<file path="config.mk">
export PLATFORM = sky130hd
export DESIGN_NAME = instr_encoder
export DESIGN_NICKNAME = d
export VERILOG_FILES = /design/src/rtl/instr_encoder_pkg.sv /design/src/rtl/instr_fifo.sv /design/src/rtl/instr_encoder.sv
export SDC_FILE = /design/constraint.sdc
export NUM_CORES = 1
export LEC_CHECK = 0
export CAP_MARGIN = 20
export CORE_ASPECT_RATIO = 0.5
export CORE_UTILIZATION = 30
export CTS_CLUSTER_DIAMETER = 30
export DETAILED_ROUTE_END_ITERATION = 8
export PLACE_DENSITY = 0.57
export SETUP_SLACK_MARGIN = 0.3
export SYNTH_ARGS = -nofsm -noshare
export SYNTH_HDL_FRONTEND = slang
export SYNTH_HIERARCHICAL = 1
export SYNTH_SLANG_ARGS = --single-unit
</file>
<file path="constraint.sdc">
create_clock -name clk -period 6.2 [get_ports clk]
set_clock_uncertainty 0.1 [all_clocks]
set_input_delay 0.93 -clock clk [delete_from_list [all_inputs] [get_ports clk]]
set_output_delay 0.93 -clock clk [all_outputs]
set_load 0.02 [all_outputs]
</file>
<file path="src/rtl/instr_encoder_pkg.sv">
// Shared instruction field layout and ALU opcodes.
// Used by the encoder here and by the decode stage downstream.
package instr_encoder_pkg;

    localparam int INSTR_W      = 32;

    localparam int DATA_SRC_BIT = 29;
    localparam int ALU_OP_MSB   = 28;
    localparam int ALU_OP_LSB   = 26;
    localparam int WSEL_MSB     = 25;
    localparam int WSEL_LSB     = 21;
    localparam int RSEL1_MSB    = 20;
    localparam int RSEL1_LSB    = 16;
    localparam int RSEL2_MSB    = 15;
    localparam int RSEL2_LSB    = 11;
    localparam int IMM_MSB      = 15;
    localparam int IMM_LSB      = 0;

    typedef enum logic [2:0] {
        ALU_ADD = 3'b000,
        ALU_SUB = 3'b001,
        ALU_AND = 3'b010,
        ALU_OR  = 3'b011,
        ALU_XOR = 3'b100,
        ALU_SLL = 3'b101,
        ALU_SRL = 3'b110,
        ALU_SLT = 3'b111
    } alu_op_e;

    typedef enum logic {
        SRC_REG = 1'b0,
        SRC_IMM = 1'b1
    } data_src_e;

endpackage

</file>
<file path="src/rtl/instr_fifo.sv">
// First-word fall-through FIFO holding packed instruction words.
// Head reads as zero while empty so stale storage never leaks out.
module instr_fifo #(
    parameter int DEPTH = 4,
    parameter int DW    = 32
) (
    input  logic                     clk,
    input  logic                     rst,
    input  logic                     flush,
    input  logic                     push,
    input  logic                     pop,
    input  logic [DW-1:0]            wdata,
    output logic [DW-1:0]            rdata,
    output logic                     full,
    output logic                     empty,
    output logic [$clog2(DEPTH):0]   count
);

    localparam int AW = $clog2(DEPTH);
    localparam logic [AW:0] FULL_CNT = (AW + 1)'(DEPTH);

    logic [DW-1:0] mem [DEPTH];
    logic [AW-1:0] wptr;
    logic [AW-1:0] rptr;
    logic          do_push;
    logic          do_pop;

    assign full    = (count == FULL_CNT);
    assign empty   = (count == '0);
    assign do_push = push && !full;
    assign do_pop  = pop && !empty;
    assign rdata   = empty ? '0 : mem[rptr];

    // Storage write; contents are left unreset since empty masks them
    always_ff @(posedge clk) begin
        if (rst && !flush && do_push) begin
            mem[wptr] <= wdata;
        end
    end

    // Pointers wrap naturally at DEPTH; flush and reset both clear them
    always_ff @(posedge clk) begin
        if (!rst || flush) begin
            wptr  <= '0;
            rptr  <= '0;
            count <= '0;
        end else begin
            if (do_push) begin
                wptr <= wptr + AW'(1);
            end
            if (do_pop) begin
                rptr <= rptr + AW'(1);
            end
            unique case ({do_push, do_pop})
                2'b10:   count <= count + (AW + 1)'(1);
                2'b01:   count <= count - (AW + 1)'(1);
                default: count <= count;
            endcase
        end
    end

endmodule

</file>
<file path="src/rtl/instr_encoder.sv">
// Packs decoded field tuples into 32-bit instruction words and
// buffers them for the decode stage behind a valid/ready FIFO.
module instr_encoder
    import instr_encoder_pkg::*;
#(
    parameter int DEPTH = 4,
    parameter int CNT_W = 16
) (
    input  logic                   clk,
    input  logic                   rst,
    input  logic                   flush,
    input  logic                   in_valid,
    output logic                   in_ready,
    input  logic                   in_data_src,
    input  logic [2:0]             in_alu_op,
    input  logic [4:0]             in_write_sel,
    input  logic [4:0]             in_read_sel1,
    input  logic [4:0]             in_read_sel2,
    input  logic [15:0]            in_immediate,
    output logic [INSTR_W-1:0]     instr_out,
    output logic                   out_valid,
    input  logic                   out_ready,
    output logic [$clog2(DEPTH):0] occupancy,
    output logic [CNT_W-1:0]       issued_cnt
);

    logic [INSTR_W-1:0] word;
    logic               push_fire;
    logic               pop_fire;
    logic               full;
    logic               empty;

    // Field packing; the low half is either the immediate or rs2
    always_comb begin
        word = '0;
        word[DATA_SRC_BIT]          = in_data_src;
        word[ALU_OP_MSB:ALU_OP_LSB] = in_alu_op;
        word[WSEL_MSB:WSEL_LSB]     = in_write_sel;
        word[RSEL1_MSB:RSEL1_LSB]   = in_read_sel1;
        if (in_data_src == SRC_IMM) begin
            word[IMM_MSB:IMM_LSB] = in_immediate;
        end else begin
            word[RSEL2_MSB:RSEL2_LSB] = in_read_sel2;
        end
    end

    assign in_ready  = !full;
    assign out_valid = !empty;
    assign push_fire = in_valid && in_ready;
    assign pop_fire  = out_valid && out_ready;

    instr_fifo #(
        .DEPTH (DEPTH),
        .DW    (INSTR_W)
    ) u_fifo (
        .clk   (clk),
        .rst   (rst),
        .flush (flush),
        .push  (push_fire),
        .pop   (pop_fire),
        .wdata (word),
        .rdata (instr_out),
        .full  (full),
        .empty (empty),
        .count (occupancy)
    );

    // Count delivered words; a pop cancelled by flush is not counted
    always_ff @(posedge clk) begin
        if (!rst) begin
            issued_cnt <= '0;
        end else if (pop_fire && !flush) begin
            issued_cnt <= issued_cnt + CNT_W'(1);
        end
    end

endmodule

</file>
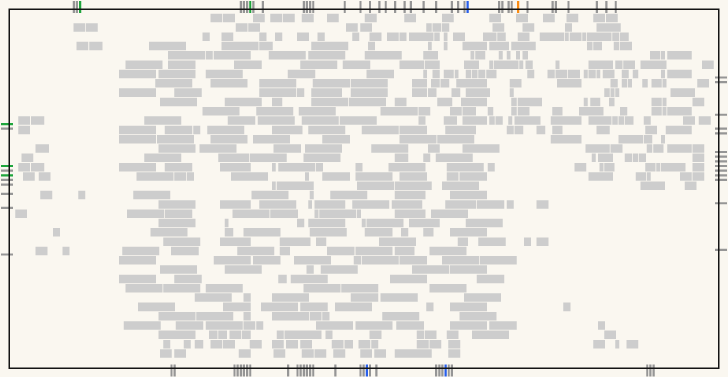
**Above:** run 1 (pin map).
Pins as bars across the die edge, other pins in grey.
[blue] in_alu_op | pins: 3 | direction: input | edge: 2 bottom, 1 top
[green] in_read_sel2 | pins: 5 | direction: input | edge: 3 left, 2 top
[orange] rst | pins: 1 | direction: input | edge: top
port buffer count: 92
die y size: 104.4 µm
Die W: 206.7 µm

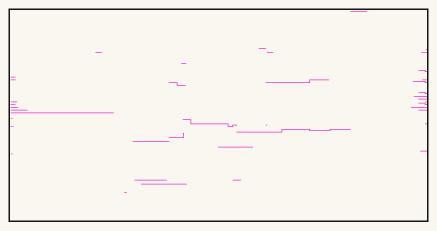
**Above:** run 1 (metal 3).
main direction: horizontal
share of all routed wire: 3.1%
routed vias: 3,343
M3 GR Usage: 0.02506

==> flow_summary.ini, run 1 <==
; physical design summary
[pwr]
p_total_w = 0.002299
p_comb_w = 0.000118
power.group.top = registers
seq_cell_power_w = 0.00113
vdd_drop_max_v = 0.0002068
swShare = 0.2186
power_density_nw_per_um2 = 282.9
switchingPower_w = 0.0005026

[floorplanning]
ios = 93
die_area_um2 = 21580
nWellTaps = 273

[grt]
grtUsageTotal = 0.1151
met1_usage = 0.1475
grt_pass1_wl_um = 18610
grt_max_degree = 41

[synthesis]
ys_types = 43
top_cell_area_share = 0.6113
yosys_warnings = 6
yosys-top-cells-area = edfxtp_1 61%, mux4_2 11%, dfxtp_1 8.0%, nor2b_1 3.0%, and2_1 1.2%
logic_family = multiplexers
simple_gate_area_frac = 0.1128
ys_sh_aoi = 0.01433
yosys_area_um2 = 6287
synth.cell_area_um2 = 6287
ys_sh_adder = 0.01512
top_area_cell = edfxtp_1

[clock_tree]
clockRootBuffer = clkbuf_16
cts_sinks = 153
cts_buffer_depth = 2
numCtsBuffers = 17
tritoncts = done

[layout]
area_delta_synth_final_pct = 29.25
logic_gate_count = 193
regArea_um2 = 4347
final_common_cell = edfxtp_1
inverters = 10
sh_comb_area = 0.2276
ff_count = 153
combGateArea_um2 = 1849

[outcome]
violations = design-rule violations
status = finished, violations left

[worst_setup_path]
crit_fanout = 32
critPathSlowestCell = mux4_2
critical_path_class = reg2out
critPathCaptureType = primary output
r2r_start = u_fifo/count[0]$_SDFFE_PP0P_
crit_chain = buf_4, mux4_2, nor2b_1, clkdlybuf4s50_1
critPathArrivalTime_ns = 2.60
cp-endpoint = instr_out[10]
max_stage_delay_ns = 0.62
rrSetupSlack_ns = 3.43

[final_timing]
post-route-period-util = 0.5857
setup_ws_ns = 2.569
finalHoldViolCount = 0
relSlewSlack = 0.3972
setup_viol = 0
max_slew.worst_pin.slew_ns = 0.9042
rsz0062_at_grt = no
max_clock_freq_ghz = 0.2754
final.min_clock_period_ns = 3.631

[placed_design]
pre_cts_slack_ns = 2.796
gp_congestion = 0.6814
post_dp_cell_area_um2 = 7518

[min_path]
hold_depth = 2
hold_path_startpoint = issued_cnt[15]$_SDFFE_PN0P_
whs_endpoint = issued_cnt[15]$_SDFFE_PN0P_

[drt]
ant_nets = 0
first_pass_iters = 8
drc_errors = 4
met3_length_um = 363
routed.top_layer = met4
viasPerCell = 4.422

[run]
warnings = 29
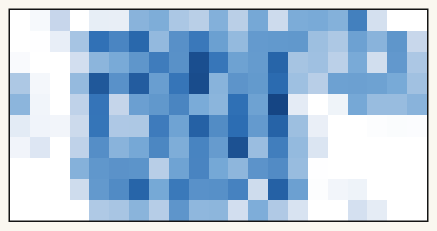
**Above:** run 1 (local utilization).
The die is cut into 21 by 10 equal tiles; white is low, dark blue is high, 0 to 100% covered.
tiles over 75% full: 6.7%
nearly empty tiles: 21%
fullest tile: 91%
mean over tiles: 36%
densest ninth of the die: centre
emptiest ninth of the die: lower right
floorplan utilization: 0.3059
Final Util: 0.3954
core area: 20,550 µm²

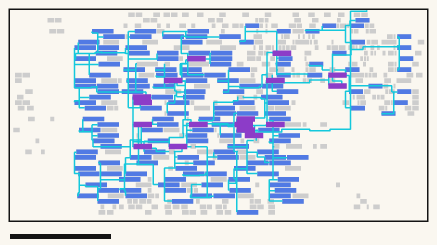
**Above:** run 1 (clock wires, drivers and flops).
Bar = 50 µm.
[cyan] clock wires | length: 1,820 µm
[blue] flip-flops | count: 153
[purple] clock drivers | count: 17
routed clock nets: 18
P_clk: 0.00105 W
clock share of power: 0.458
worst skew pair latency: 0.41 ns

[run 1: state kept, by name (all words and copies together), names as in the netlist, named ones only]
signal	flops
u_fifo/wptr	2
u_fifo/rptr	2
u_fifo/mem	128
issued_cnt	16
u_fifo/count	3
[run 1: worst max-delay path: cells and delay by family, from the launching register on]
kind,cells,cell delay [ns]
buf+inv,2,1.09
simple gates,1,0.15
mux,1,0.62
flops,1,0.31
[run 1: synthesized netlist by cell type, types with 5 or more instances]
master and instances:
buf_2 6, xor2_1 7, and2_1 12, nand2_1 8
nand4_1 6, ha_1 6, edfxtp_1 128, o21ai_0 6
inv_1 10, mux4_2 32, and2b_1 6, nand3_1 6
clkbuf_1 5, mux2_2 5, dfxtp_1 25, nor2b_1 30
nor2_1 15, a21oi_1 6
**Run 1: placed standard cells**

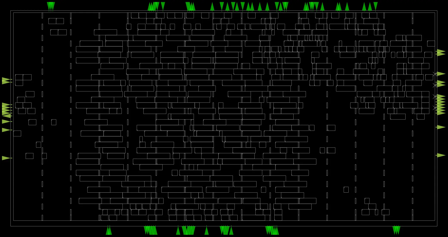

==> run 2: changes to the inputs <==
Settings changed: PLACE_DENSITY 0.57 to 0.59.
Clock period 6.2 ns to 3.1 ns, I/O delays scaled along.
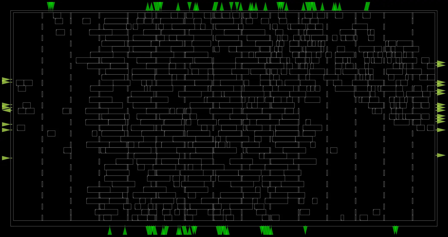
**Above:** run 2 (placed standard cells).
final std cells w/o fill: 769
tapcell count: 273
fraction of area in registers: 0.5251
# rows: 37

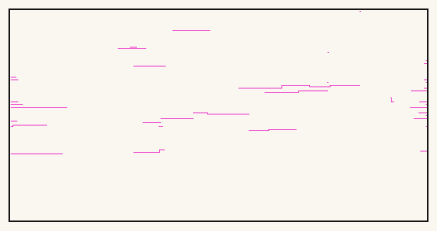
**Above:** run 2 (metal 3).
main direction: horizontal
nets with wire on the layer: 29
wire length on this layer: 372 µm
longest straight run: 27.8 µm
routed vias: 3,415
final wirelength: 12,240 µm
M3 GR Usage: 0.03571

==> run 2 against run 1 <==
  * The flow now finishes without violations
  * Design area increased by 2.0%
  * Via count increased by 2.2%
  * Count of clock-buffer cells in the layout unchanged
  * Utilization increased by 0.77 points
  * Total power increased by 100%
  * Non-clock buffer count increased by 13
  * Highest routed layer unchanged
  * Clock power increased by 100%
==> flow_summary.ini, run 2 <==
; physical design summary
[outcome]
status = complete, no violations

[pwr]
vdd_drop_max_v = 0.0004272
p_total_w = 0.004594
swShare = 0.2199
p_leak_nw = 2.947
pwr-share-clk = 0.458
p_comb_w = 0.000233
pwr-share-seq = 0.491
power_density_nw_per_um2 = 554.5
p_int_w = 0.003584
switchingPower_w = 0.001010
power.group.top = registers
power_frac_comb = 0.051
seq_cell_power_w = 0.00225
pg_clk_w = 0.00211

[synthesis]
ys_types = 43
synth-edff-count = 128
synth-async-reset-ratio = 0
yosys_warnings = 6
top_cells_by_count = 128 x edfxtp_1, 32 x mux4_2, 30 x nor2b_1
ff_type = edfxtp_1
postSynthCellCount = 364
synth.cell_area_um2 = 6287
ys.flops = 153
ys_seq_frac = 0.6909
yosys-top-cells-area = edfxtp_1 61%, mux4_2 11%, dfxtp_1 8.0%, nor2b_1 3.0%, and2_1 1.2%
top_cell_area_share = 0.6113
top_area_cell = edfxtp_1
avgSynthCellArea_um2 = 17.27
ys_cells = 364
yosys_area_um2 = 6287
top_cell = edfxtp_1

[worst_setup_path]
ff2ff_path_depth = 11
critical_path_class = reg2out
critPathArrivalTime_ns = 2.09
rrSetupSlack_ns = 0.53
cp-endpoint = instr_out[25]
reg2reg_to = u_fifo/count[2]$_SDFFE_PP0P_
path_depth = 4
cp-start-kind = register
crit_fanout = 4
crit_buf_inv = 2
crit_required_ns = 2.53
critPathCaptureType = primary output
critPathSlowestCell = clkdlybuf4s50_1
crit_family = buffers and inverters
max_stage_delay_ns = 0.54
crit_chain = buf_4, mux4_2, nor2b_1, clkdlybuf4s50_1
r2r_start = u_fifo/count[0]$_SDFFE_PP0P_

[layout]
clockBufferCount = 18
fin_area_um2 = 8285
final_common_cell = edfxtp_1
n_antenna_cell = 0
sh_comb_area = 0.2232
lay_top_cells = 128 x edfxtp_1, 61 x clkdlybuf4s50_1, 32 x mux4_2
nNetsFinal = 530
n_fill_cell = 1895
bufAreaShareNonClock = 0.1327
area_dominant_class = sequential cells
clk_share = 0.07324
top_regs = u_fifo/mem (128), issued_cnt (16), u_fifo/count (3)
area_delta_synth_final_pct = 31.78
ff_count = 153
logic_gate_count = 193
regMostFlops = u_fifo/mem
largest_reg_flops = 128
regArea_um2 = 4350
drive_gt1_frac = 0.2077
inverters = 10
num-nonclk-buffers = 108
combGateArea_um2 = 1849

[placed_design]
io_buffer_count = 92
gp_congestion = 0.7191
post_dp_cell_area_um2 = 7676
pre_cts_slack_ns = 0.3029
place_inst = 735
dp_hpwl_um = 7766

[floorplanning]
die_area_um2 = 21580
die_h_um = 104.4
ios = 93
fp_util = 0.3059
core-area_um2 = 20550
die-width_um = 206.7

[run]
warnings = 29
cap_violations = 0

[clock_tree]
cts_buffer_depth = 2
path_clk_slew_ns = 0.07
tritoncts = done
numCtsBuffers = 17
clk_latency_ns = 0.41
cts-htree-levels = 4
cts_sinks = 153
clockRootBuffer = clkbuf_16

[grt]
overflow = 0
antenna_found_initial = 0
grtUsageTotal = 0.1200
grt_pass1_vias = 3518
grt_max_degree = 33
grt_pass1_wl_um = 19190

[min_path]
worstHoldPathType = reg2reg
whs_endpoint = issued_cnt[15]$_SDFFE_PN0P_
hold_path_startpoint = issued_cnt[15]$_SDFFE_PN0P_
hold_depth = 2

[drt]
ant_nets = 0
wl_per_cell_um = 15.92
drc_errors = 0
drt_iter0_drc = 148
viasPerCell = 4.441
first_pass_iters = 6

[final_timing]
drv_slew = 0
max_clock_freq_ghz = 0.3762
setup_viol = 0
setup_tns_ns = 0
finalHoldViolCount = 0
max_slew.worst_pin.slew_ns = 0.5332
rsz0062_at_grt = no
relSlewSlack = 0.6434
final.min_clock_period_ns = 2.658
setup_ws_ns = 0.4421
post-route-period-util = 0.8574
holdWs_ns = 0.3911
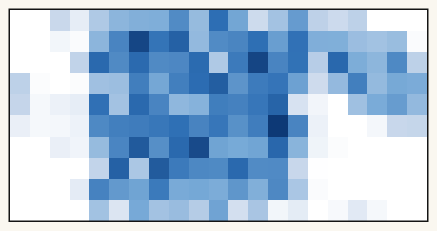
**Above:** run 2 (local utilization).
The die is cut into 21 by 10 equal tiles; white is low, dark blue is high, 0 to 100% covered.
densest ninth of the die: centre
fullest tile: 96%
tiles over 75% full: 9.5%
emptiest ninth of the die: lower right
Final Util: 0.4031

## run 2: per-layer routing
metal,GRT usage,routed length [µm],vias to the layer above
li1,-,-,1625
met1,0.1497,5506,1734
met2,0.2007,6312,52
met3,0.03571,372,4
met4,0.03441,51,0
met5,0,0,-
## run 2: kinds of logic (layout without fill, tap and decap cells)
kind of cell	after synthesis	count (layout)	share of synthesized area
adders and majority gates	7	7	0.01512
AOI/OAI and AO/OA	15	15	0.01433
and+or+nand+nor	111	111	0.1128
muxes	41	41	0.1299
xor gates and xnor gates	11	11	0.01532
DFF	153	153	0.6909
other	1	8	0.0005964
buffers and inverters	25	150	0.02090
## run 2: what timing repair did
item,in CTS,in global routing
setup buffers,2,0
pin swaps,0,0
gates resized,26,7
setup endpoints to repair,31,7
hold buffers,0,0
==> run 3: changes to the inputs <==
Settings changed: TNS_END_PERCENT from default to 100.
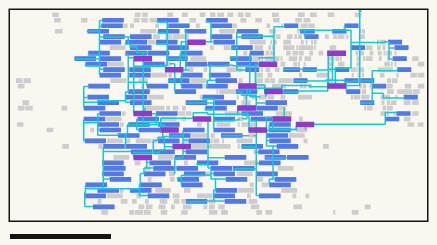
**Above:** run 3 (clock wires, drivers and flops).
Bar = 50 µm.
[cyan] clock wires | length: 1,840 µm
[blue] flip-flops | count: 153
[purple] clock drivers | count: 17
routed clock nets: 18
P_clk: 0.00211 W

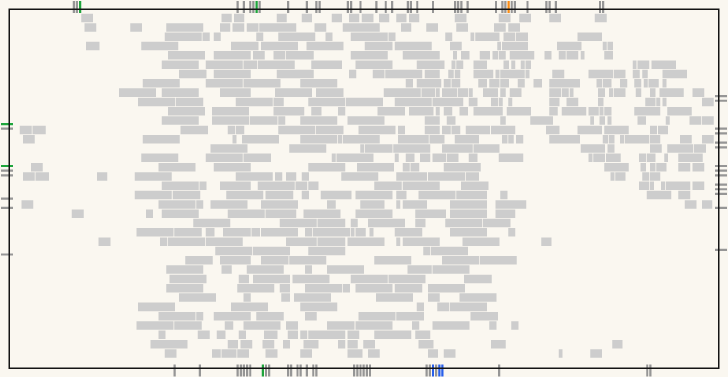
**Above:** run 3 (pin map).
Pins as bars across the die edge, other pins in grey.
[blue] in_alu_op | pins: 3 | direction: input | edge: bottom
[green] in_read_sel2 | pins: 5 | direction: input | edge: 2 left, 2 top, 1 bottom
[orange] rst | pins: 1 | direction: input | edge: top

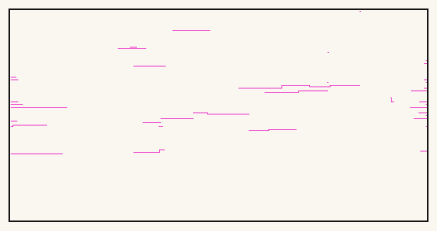
**Above:** run 3 (metal 3).
wire length on this layer: 372 µm
main direction: horizontal
share of all routed wire: 3.0%

==> run 3 against run 2 <==
  * Clock power about the same
  * Total power unchanged
  * Via count unchanged
  * Design area unchanged
  * Flip-flop count unchanged
  * Cell count unchanged
  * Critical path type unchanged
  * Critical endpoint unchanged
  * Highest routed layer unchanged
==> flow_summary.ini, run 3 <==
; physical design summary
[pwr]
pwr-share-seq = 0.491
vdd_drop_max_v = 0.0004272
swShare = 0.2199
switchingPower_w = 0.001010
p_leak_nw = 2.947
p_int_w = 0.003584
pwr-share-clk = 0.458

[layout]
num-nonclk-buffers = 108
inverters = 10
n_antenna_cell = 0
area_delta_synth_final_pct = 31.78
bufAreaShareNonClock = 0.1327
ff_count = 153
n_fill_cell = 1895
drive_gt1_frac = 0.2077
lay_top_cells = 128 x edfxtp_1, 61 x clkdlybuf4s50_1, 32 x mux4_2
final_common_cell = edfxtp_1
fin_area_um2 = 8285
clockBufferCount = 18
area_dominant_class = sequential cells

[synthesis]
ys_sh_adder = 0.01512
simple_gate_area_frac = 0.1128
top_cells_by_count = 128 x edfxtp_1, 32 x mux4_2, 30 x nor2b_1
logic_family = multiplexers
top_cell_area_share = 0.6113
top_area_cell = edfxtp_1
avgSynthCellArea_um2 = 17.27
synth.cell_area_um2 = 6287
postSynthCellCount = 364
ys_types = 43
yosys_area_um2 = 6287
yosys_warnings = 6

[worst_setup_path]
max_stage_delay_ns = 0.54
cp-start-kind = register
critPathArrivalTime_ns = 2.09
crit_required_ns = 2.53
reg2reg_to = u_fifo/count[2]$_SDFFE_PP0P_
rrSetupSlack_ns = 0.53
critical_path_class = reg2out
r2r_start = u_fifo/count[0]$_SDFFE_PP0P_
critPathCaptureType = primary output

[clock_tree]
path_clk_slew_ns = 0.07
clk_latency_ns = 0.41
cts_buffer_depth = 2
numCtsBuffers = 17
tritoncts = done

[run]
cap_violations = 0

[min_path]
worstHoldPathType = reg2reg
hold_path_startpoint = issued_cnt[15]$_SDFFE_PN0P_
hold_depth = 2
whs_endpoint = issued_cnt[15]$_SDFFE_PN0P_

[floorplanning]
die_h_um = 104.4
core-area_um2 = 20550

[final_timing]
relSlewSlack = 0.6434
max_slew.worst_pin.slew_ns = 0.5332
setup_viol = 0
setup_tns_ns = 0
final.min_clock_period_ns = 2.658

[drt]
first_pass_iters = 6
drt_iter0_drc = 148
viasPerCell = 4.441
wl_per_cell_um = 15.92
wl_um = 12240
ant_nets = 0

[placed_design]
gp_congestion = 0.7191

[grt]
overflow = 0
grt_max_degree = 33
grt_pass1_vias = 3518
antenna_found_initial = 0

[outcome]
status = complete, no violations
## run 3: repair_timing
action	4_1_cts	5_1_grt
pin swaps	0	0
buffers inserted	2	0
resized	26	7
endpoints found under the hold margin	0	0
endpoints found under the setup margin	31	7
## run 3: metal layers
layer  wire [µm]  track usage
met5           0            0
met4          51      0.03441
met3         372      0.03571
met2        6312       0.2007
met1        5506       0.1497
## run 3: power groups by stage
stage,registers (W),clock network [W],logic (W)
2_1_floorplan,0.00230,0,0.000110
3_3_place_gp,0.00230,0,0.000247
3_5_place_dp,0.00230,0,0.000249
4_1_cts,0.00225,0.00216,0.000240
5_1_grt,0.00226,0.00224,0.000253
6_report,0.00225,0.00211,0.000233
No activity file was given, so power comes from the tool's default toggle rates.
